[src/rtl/cmos_driver_deadtime_ctrl.sv]
// Gate-drive sequencer for a pmos/nmos output stage: break-before-make dead time,
// minimum on-time per gate, and a saturating count of handovers.
module cmos_driver_deadtime_ctrl #(
    parameter int unsigned DEAD_CYCLES = 4,
    parameter int unsigned MIN_ON      = 3,
    parameter int unsigned CNT_W       = 8,
    parameter int unsigned SW_W        = 16
) (
    input  logic            clk,
    input  logic            rst,
    input  logic            en,
    input  logic            in,
    output logic            p_gate_n,
    output logic            n_gate,
    output logic [1:0]      drive_state,
    output logic            busy,
    output logic [SW_W-1:0] sw_cnt
);

    // state | meaning
    // IDLE  | both gates off, output hi-Z
    // LOW   | nmos on, pulling the node to gnd
    // HIGH  | pmos on, pulling the node to vdd
    // DEAD  | both gates off between a pull-up/pull-down handover
    // The encoding doubles as the drive_state output code.
    typedef enum logic [1:0] {
        ST_IDLE = 2'b00,
        ST_LOW  = 2'b01,
        ST_HIGH = 2'b10,
        ST_DEAD = 2'b11
    } state_t;

    localparam logic [CNT_W-1:0] ON_LOAD   = CNT_W'(MIN_ON - 1);
    localparam logic [CNT_W-1:0] DEAD_LOAD = CNT_W'(DEAD_CYCLES - 1);
    localparam logic [SW_W-1:0]  SW_MAX    = '1;

    state_t            state, state_nxt;
    logic [CNT_W-1:0]  on_left, on_left_nxt;
    logic [CNT_W-1:0]  dead_left, dead_left_nxt;
    logic              sw_inc;
    logic              min_met;
    logic              dead_done;
    state_t            level_req;

    assign min_met   = (on_left == '0);
    assign dead_done = (dead_left == '0);
    assign level_req = in ? ST_HIGH : ST_LOW;

    // Down-counters load (length - 1) on entry; terminal count zero means the
    // interval has fully elapsed by the next sampling edge.
    always_comb begin
        state_nxt     = state;
        on_left_nxt   = on_left;
        dead_left_nxt = dead_left;
        sw_inc        = 1'b0;
        case (state)
            ST_IDLE: begin
                if (en) begin
                    state_nxt   = level_req;
                    on_left_nxt = ON_LOAD;
                end
            end
            ST_HIGH, ST_LOW: begin
                if (!en) begin
                    state_nxt   = ST_IDLE;
                    on_left_nxt = '0;
                end else if (level_req != state && min_met) begin
                    state_nxt     = ST_DEAD;
                    on_left_nxt   = '0;
                    dead_left_nxt = DEAD_LOAD;
                    sw_inc        = 1'b1;
                end else if (!min_met) begin
                    on_left_nxt = on_left - CNT_W'(1);
                end
            end
            ST_DEAD: begin
                if (!en) begin
                    state_nxt     = ST_IDLE;
                    dead_left_nxt = '0;
                end else if (dead_done) begin
                    state_nxt   = level_req;
                    on_left_nxt = ON_LOAD;
                end else begin
                    dead_left_nxt = dead_left - CNT_W'(1);
                end
            end
            default: begin
                state_nxt     = ST_IDLE;
                on_left_nxt   = '0;
                dead_left_nxt = '0;
            end
        endcase
    end

    always_ff @(posedge clk or posedge rst) begin
        if (rst) begin
            state     <= ST_IDLE;
            on_left   <= '0;
            dead_left <= '0;
        end else begin
            state     <= state_nxt;
            on_left   <= on_left_nxt;
            dead_left <= dead_left_nxt;
        end
    end

    // Outputs are registered from the next state so they change on the same
    // edge as the state and never pass through a decode glitch.
    always_ff @(posedge clk or posedge rst) begin
        if (rst) begin
            p_gate_n    <= 1'b1;
            n_gate      <= 1'b0;
            drive_state <= 2'b00;
            busy        <= 1'b0;
        end else begin
            p_gate_n    <= (state_nxt != ST_HIGH);
            n_gate      <= (state_nxt == ST_LOW);
            drive_state <= state_nxt;
            busy        <= (state_nxt == ST_DEAD);
        end
    end

    always_ff @(posedge clk or posedge rst) begin
        if (rst) begin
            sw_cnt <= '0;
        end else if (sw_inc && sw_cnt != SW_MAX) begin
            sw_cnt <= sw_cnt + SW_W'(1);
        end
    end

endmodule

[config.mk]
export PLATFORM = sky130hd
export DESIGN_NAME = cmos_driver_deadtime_ctrl
export DESIGN_NICKNAME = d
export VERILOG_FILES = /design/src/rtl/cmos_driver_deadtime_ctrl.sv
export SDC_FILE = /design/constraint.sdc
export NUM_CORES = 1
export LEC_CHECK = 0
export ABC_AREA = 0
export CORE_MARGIN = 2
export CORE_UTILIZATION = 50
export CTS_BUF_LIST = sky130_fd_sc_hd__clkbuf_4
export CTS_CLUSTER_DIAMETER = 80
export DETAILED_ROUTE_END_ITERATION = 7
export PLACE_DENSITY = 0.76
export SLEW_MARGIN = 20
export SYNTH_ARGS = -nofsm -noshare
export SYNTH_HDL_FRONTEND = slang
export SYNTH_SLANG_ARGS = --single-unit
[constraint.sdc]
create_clock -name clk -period 2.25 [get_ports clk]
set_input_delay 0.225 -clock clk [delete_from_list [all_inputs] [get_ports clk]]
set_output_delay 0.225 -clock clk [all_outputs]
set_load 0.02 [all_outputs]
==> flow_metrics.tcl, run 1 <==
# implementation run metrics
set metrics [dict create \
    status "finished, final reports clean" \
    hold_viol_final 0 \
    drt_iter0_drc 219 \
    p_per_area_nw_per_um2 1035 \
    routed-wl-met3_um 203 \
    gp_congestion 0.9398 \
    cpMaxStageDelayCell "or4b_4" \
    area_leaders "dfrtp_1 43%, o21ai_0 4.3%, nor2_1 3.9%" \
    ys.flops 37 \
    pin_count 25 \
    postRouteAntennaNets 0 \
    drv_slew 0 \
    dr.pass1.iters 4 \
    ys_seq_frac 0.4413 \
    hold_buffers 0 \
    pwr-share-seq 0.302 \
    p_comb_mw 1.43 \
    grt_max_degree 38 \
    rrSetupSlack_ps 9 \
    cts_max_level 2 \
    inverters_excl_clock 13 \
    nets 284 \
    busiest_layer "met2" \
    route.detailed.drc 0 \
    p_int_mw 1.790 \
    place_ws_ps 3.727 \
    p_switching_mw 1.100 \
    nMultiInputCombCells 168 \
    r2r_start "dead_left[3]$_DFFE_PP0P_" \
    drive_gt1_frac 0.2364 \
    regToRegEndpoint "on_left[5]$_DFFE_PP0P_" \
    clk_pin_slew_worst_paths_ps 130 \
    synth_chip_area_um2 2101 \
    lay_top_count "dfrtp_1" \
    syn_inst 220 \
    routed.top_layer "met4" \
    relSlewSlack 0.6180 \
    num-nonclk-buffers 49 \
    crit_required_ps 2510 \
    fmax_mhz 446.3 \
    p_sw_frac 0.3807 \
    p_leak_nw 1.289 \
    syn_nets 230 \
    placed_cells 314 \
    rsz0062_at_grt "true" \
    edf_count 0 \
    final-clk-cell-share 0.03674 \
    cts_made_buffers 5 \
    cts_num_sinks 37 \
    tightest_slew_ps 571.8 \
    met3_usage 0.04870 \
    die-width_um 68.82 \
    final_cell_mix "36 x dfrtp_1, 25 x buf_4, 24 x clkdlybuf4s50_1" \
    buf_share 0.1532 \
    ys_cells 220 \
    sh_comb_area 0.4382 \
    synth_cell_type_count 46 \
    via_per_inst 5.788 \
    ctsResizeCount 1 \
    path_class "reg -> reg" \
    critical-path-max-stage-delay_ps 560 \
    wl_met1_um 2232 \
    startpoint_type "flip-flop" \
    cts_root_buffer "clkbuf_4" \
    crit_fanout 3 \
    fin_crit_ps 2241 \
    dpl.hpwl_um 3379 \
    power_mw 2.890 \
    grt_pass1_wl_um 8100 \
    cts_tree "built" \
    nClkBuffers 5 \
    fin_crit_sh 0.9959 \
    antennaDiodeCount 0 \
    finalNonFillerCells 325 \
    yosysWarningCount 0 \
    syn_area_per_cell_um2 9.549 \
    area_growth_syn_to_layout_pct 32.94 \
    end_kind "flip-flop" \
    grt_pass1_vias 1726 \
    setup_viol 0 \
    combPwrFrac 0.496 \
    fp_util 0.5214 \
    yosysTopAreaCell "dfrtp_1" \
    critPathMostFrequentCell "or3_4" \
    seq_cell_count 37 \
    dominant_cells "logic gates" \
    via_count 1881 \
    overflow 0 \
    power_leader "combinational cells" \
    crit_end "on_left[5]$_DFFE_PP0P_" \
    dr_wl_met2_um 2465 \
    netlist_area_um2 2101 \
    grt_use_met1 0.3133 \
    maxCapViolCount 0 \
    fillerInstances 310 \
    ys_top_cells_by_count "36 x dfrtp_1, 22 x nor2_1, 18 x o21ai_0" \
    holdCritPathClass "in -> async" \
    path_cells "or3_4 > or4b_4 > o22a_4 > or3_4 > o41ai_2" \
    crit_start "dead_left[3]$_DFFE_PP0P_" \
    worstRegToRegCells 5 \
    seq_power_uw 874 \
    taps 50 \
    comb_area_um2 1224 \
    seqCellArea_um2 927.1 \
    grt_antenna_before_repair 0 \
    cts_setup_buffers 0 \
    met2_usage 0.3738 \
    timing.setup.tns_ps 0 \
    synth-main-ff-cell "dfrtp_1" \
    warning_count 30 \
    timing.hold.ws_ps 246.6 \
    cp.arrival_ps 2500 \
    most_common_cell "dfrtp_1" \
    io_buffers 24 \
    dpl_cell_area_um2 2552 \
]
-- run 1: state kept, by name (all words and copies together), names as in the netlist --
signal       flops
busy             1
dead_left        8
drive_state      2
n_gate           1
on_left          8
p_gate_n         1
sw_cnt          16
-- run 1: cells by family after synthesis --
group	after synthesis	synth area share
buffers and inverters	15	0.03097
DFF	37	0.4413
adders and majority gates	6	0.03573
and+or+nand+nor	94	0.2460
AOI/OAI and AO/OA	47	0.1513
xor gates and xnor gates	12	0.05003
muxes	9	0.04467
-- run 1: worst max-delay path, delay by kind of cell, from the launching register on --
family	cells	cell delay (ps)
AND/OR/NAND/NOR	3	1330
AND-OR/OR-AND	2	410
flip-flops	1	390
**Run 1: floorplan with the power grid**

Pins as bars on the die edge.
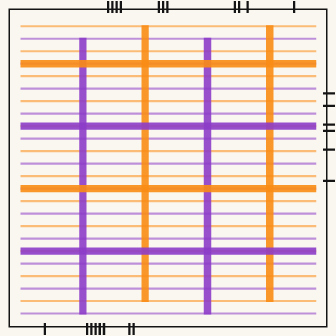
- purple: VSS
- orange: VDD
- met4 straps: 4
- signal pins: 25
- rows: 23
- met1 rails: 24
Die Y-Extent: 68.82 µm
Peak VDD IR: 0.7084 mV
core footprint: 4029 µm²

**Run 1: placement by cell class**

The bar under the picture is 20 µm long.
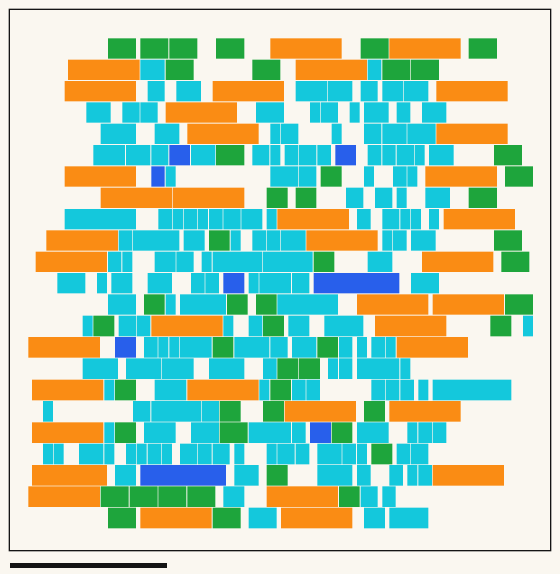
- green: remaining buffers and delay cells (cells 49)
- orange: sequential cells (cells 37)
- blue: clock drivers and dummy loads (cells 8)
- cyan: remaining logic cells (cells 181)
fin util: 0.6932
FP Rows: 23
fraction of area in registers: 0.3320
cell area after layout: 2793 µm²

**Run 1: clock wires, drivers and flops**

The bar under the picture is 20 µm long.
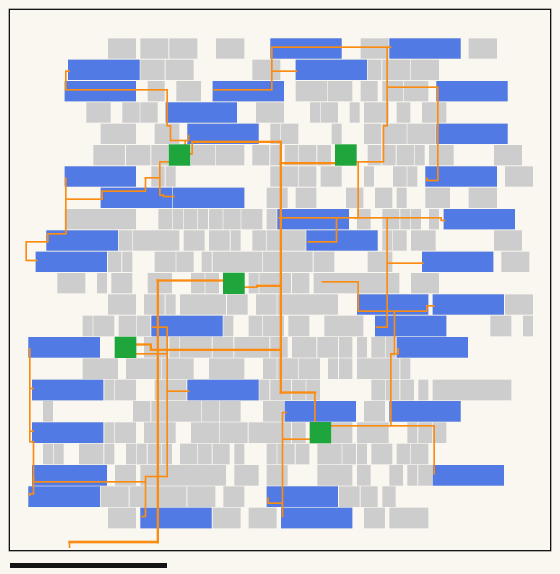
- blue: flip-flops (count 37)
- green: clock-net drivers (count 5)
- orange: clock wires (length 493 µm)
- flops lie: all over the die
final clock skew: 18.88 ps
Clock power frac: 0.202
worst skew pair latency: 370 ps
clk pwr: 583 µW

**Run 1: routed metal, one colour a layer**

Two of the layers only.
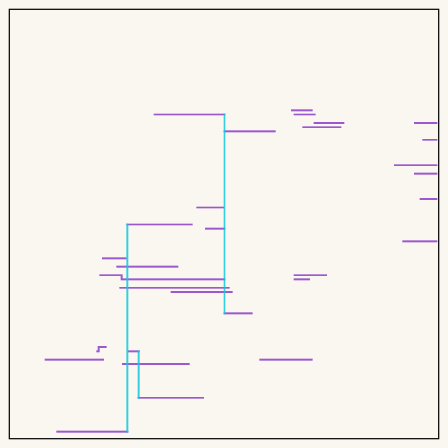
- cyan: M4 (wire length 72.8 µm)
- purple: M3 (wire length 204 µm)
WL per Instance: 15.30 µm
total track usage: 0.2318
Routed WL: 4973 µm

==> run 2, diff against run 1 <==
- CORE_ASPECT_RATIO: not set -> 0.5
**Run 2: routed metal, one colour a layer**

Two of the layers only.
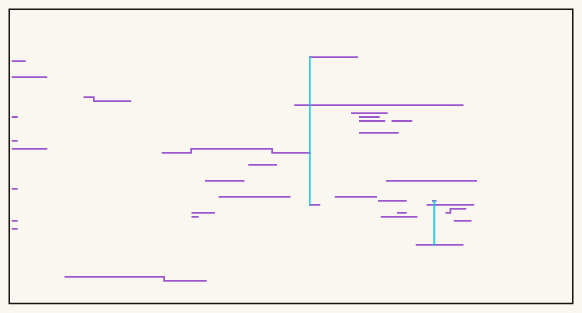
- cyan: M4 (wire length 32.6 µm)
- purple: M3 (wire length 222 µm)
total number of vias: 1900
WL per Instance: 15.17 µm
total track usage: 0.2289
Routed WL: 4990 µm

**Run 2: clock wires, drivers and flops**

The bar under the picture is 20 µm long.
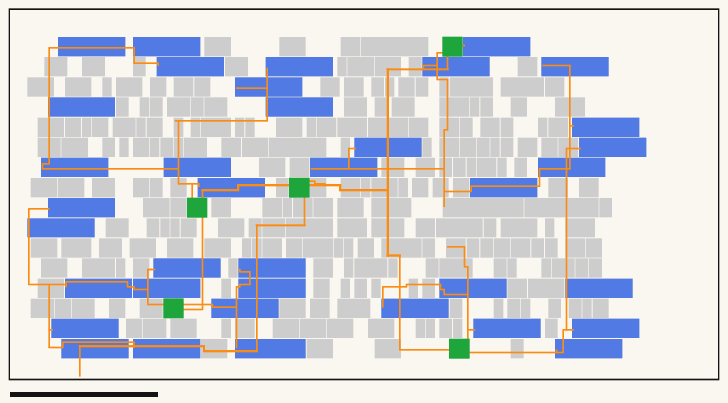
- blue: flip-flops (count 37)
- orange: clock wires (length 509 µm)
- green: clock-net drivers (count 5)
- flops lie: all over the die
clk pwr: 466 µW
worst skew pair latency: 350 ps
final clock skew: 1.766 ps

==> flow_metrics.tcl, run 2 <==
# implementation run metrics
set metrics [dict create \
    worstRegToRegCells 7 \
    seq_area_frac 0.3361 \
    routed-wl-met3_um 221 \
    hold_viol_final 0 \
    via_per_inst 5.775 \
    worst-path-buf-inv 1 \
    maxCapViolCount 0 \
    top_register "sw_cnt" \
    cpMaxStageDelayCell "dfrtp_1" \
    buf_share 0.1551 \
    num-nonclk-buffers 49 \
    finalNonFillerCells 329 \
    p_switching_mw 1.090 \
    cp_num_cells 7 \
    fillerInstances 298 \
    num_rows 16 \
    synth-main-ff-cell "dfrtp_1" \
    yosysTopAreaCell "dfrtp_1" \
    fin_crit_sh 0.9940 \
    wl_met1_um 2402 \
    relSlewSlack 0.6126 \
    synthAoiAreaFrac 0.1513 \
    dr.pass1.iters 4 \
    overflow 0 \
    route.detailed.drc 0 \
    nMultiInputCombCells 168 \
    met3_usage 0.04434 \
    dpl.hpwl_um 3455 \
    setup_viol 0 \
    die-width_um 95.67 \
    drive_gt1_frac 0.2291 \
    edf_count 0 \
    postRouteAntennaNets 0 \
    p_clk_frac 0.169 \
    gp_congestion 0.8984 \
    pin_count 25 \
    synth_cell_type_count 46 \
    lay_top_count "dfrtp_1" \
    ys_sh_adder 0.03574 \
    netlist_area_um2 2101 \
    fmax_mhz 447.1 \
    routed.top_layer "met4" \
    drt_iter0_drc 114 \
    nClkBuffers 5 \
    r2r_start "on_left[1]$_DFFE_PP0P_" \
    topCombFamilyByArea "simple AND/OR/NAND/NOR gates" \
    p_sw_frac 0.3943 \
    area_leaders "dfrtp_1 43%, o21ai_0 4.3%, nor2_1 3.9%" \
    inverters_excl_clock 13 \
    taps 54 \
    status "finished, final reports clean" \
    sh_comb_area 0.4381 \
    antennaDiodeCount 0 \
    syn_inst 220 \
    final-clk-cell-share 0.02857 \
    power_leader "combinational cells" \
    p_leak_nw 1.274 \
    rrSetupSlack_ps 10 \
    nets 284 \
    seq_power_uw 879 \
    tightest_slew_ps 575.8 \
    cts_made_buffers 5 \
    fp_util 0.5300 \
    met2_usage 0.3578 \
    crit_start "on_left[1]$_DFFE_PP0P_" \
    dr_wl_met2_um 2333 \
    ys_sh_mux 0.04467 \
    crit_fanout 4 \
    path_class "reg -> reg" \
    yosysWarningCount 0 \
    ys_top_cells_by_count "36 x dfrtp_1, 22 x nor2_1, 18 x o21ai_0" \
    cts_root_buffer "clkbuf_4" \
    yosys.area.top_type_share 0.4288 \
    area_growth_syn_to_layout_pct 31.33 \
    grt_pass1_wl_um 8376 \
    combPwrFrac 0.513 \
    xor_share 0.05003 \
    dominant_cells "logic gates" \
    ys.flops 37 \
    pwr-share-seq 0.318 \
    cts_num_sinks 37 \
    cts_tree "built" \
    crit_required_ps 2510 \
    drv_slew 0 \
    grt_max_degree 38 \
    max-clock-path-buffers 2 \
    p_per_area_nw_per_um2 1002 \
    p_comb_mw 1.42 \
    startpoint_type "flip-flop" \
    path_cells "inv_2 > ha_4 > or3b_4 > nor4_4 > o2111ai_2 > nand2b_4 > o41ai_4" \
    critPathTopFamily "simple AND/OR/NAND/NOR gates" \
    core_area_um2 3964 \
    warning_count 30 \
    top_regs "sw_cnt: 16 flops, dead_left: 8 flops, on_left: 8 flops" \
    ys_seq_frac 0.4413 \
    io_buffers 24 \
    timing.setup.tns_ps 0 \
    cts_max_level 2 \
    dpl_cell_area_um2 2565 \
    crit_end "dead_left[7]$_DFFE_PP0P_" \
    ys_sh_simple 0.2460 \
    synth_chip_area_um2 2101 \
    placed_cells 319 \
    grt_use_met1 0.3179 \
    holdCritPathClass "in -> async" \
    seqCellArea_um2 927.1 \
    grt_antenna_before_repair 0 \
    timing.hold.ws_ps 284.4 \
    critical-path-max-stage-delay_ps 430 \
    comb_area_um2 1209 \
    largest_register_ffs 16 \
    syn_area_per_cell_um2 9.549 \
    p_int_mw 1.674 \
    fin_area_um2 2759 \
    ys_cells 220 \
    seq_cell_count 37 \
    clk_pin_slew_worst_paths_ps 110 \
    end_kind "flip-flop" \
    cp.arrival_ps 2490 \
    grt_pass1_vias 1803 \
    syn_nets 230 \
    busiest_layer "met2" \
    rsz0062_at_grt "true" \
    most_common_cell "dfrtp_1" \
    final_cell_mix "36 x dfrtp_1, 25 x buf_4, 24 x clkdlybuf4s50_1" \
    fin_crit_ps 2236 \
    regToRegEndpoint "dead_left[7]$_DFFE_PP0P_" \
]
**Run 2: floorplan with the power grid**

Pins as bars on the die edge.
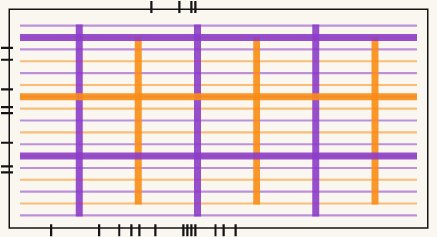
- orange: VDD
- purple: VSS
- met5 straps: 3
- met4 straps: 6
- met1 rails: 17
- rows: 16
Die Y-Extent: 49.84 µm
Peak VDD IR: 0.6414 mV

==> run 2: cell counts after synthesis <==
Identical to the previous run, type by type.
==> run 2: per-stage QoR <==
| step | power [mW] | util | setup slack (ps) |
|---|---|---|---|
| CTS | 2.637 | 0.6698 | 4.152 |
| floorplan | 1.648 | - | -26.09 |
| detailed placement | 2.162 | 0.6471 | -6.560 |
| global route | 2.944 | 0.6960 | -75.56 |
| global placement | 2.131 | 0.6471 | 64.01 |
| finish | 2.764 | 0.6960 | 13.55 |
==> run 2: repair_timing <==
action                                 4_1_cts  5_1_grt
pin swaps                                    0        4
resized                                      2       19
hold buffers                                 0        0
endpoints found under the hold margin        0        0
setup endpoints to repair                    2       24
setup buffers                                0        2
Power and IR drop assume default switching activity.
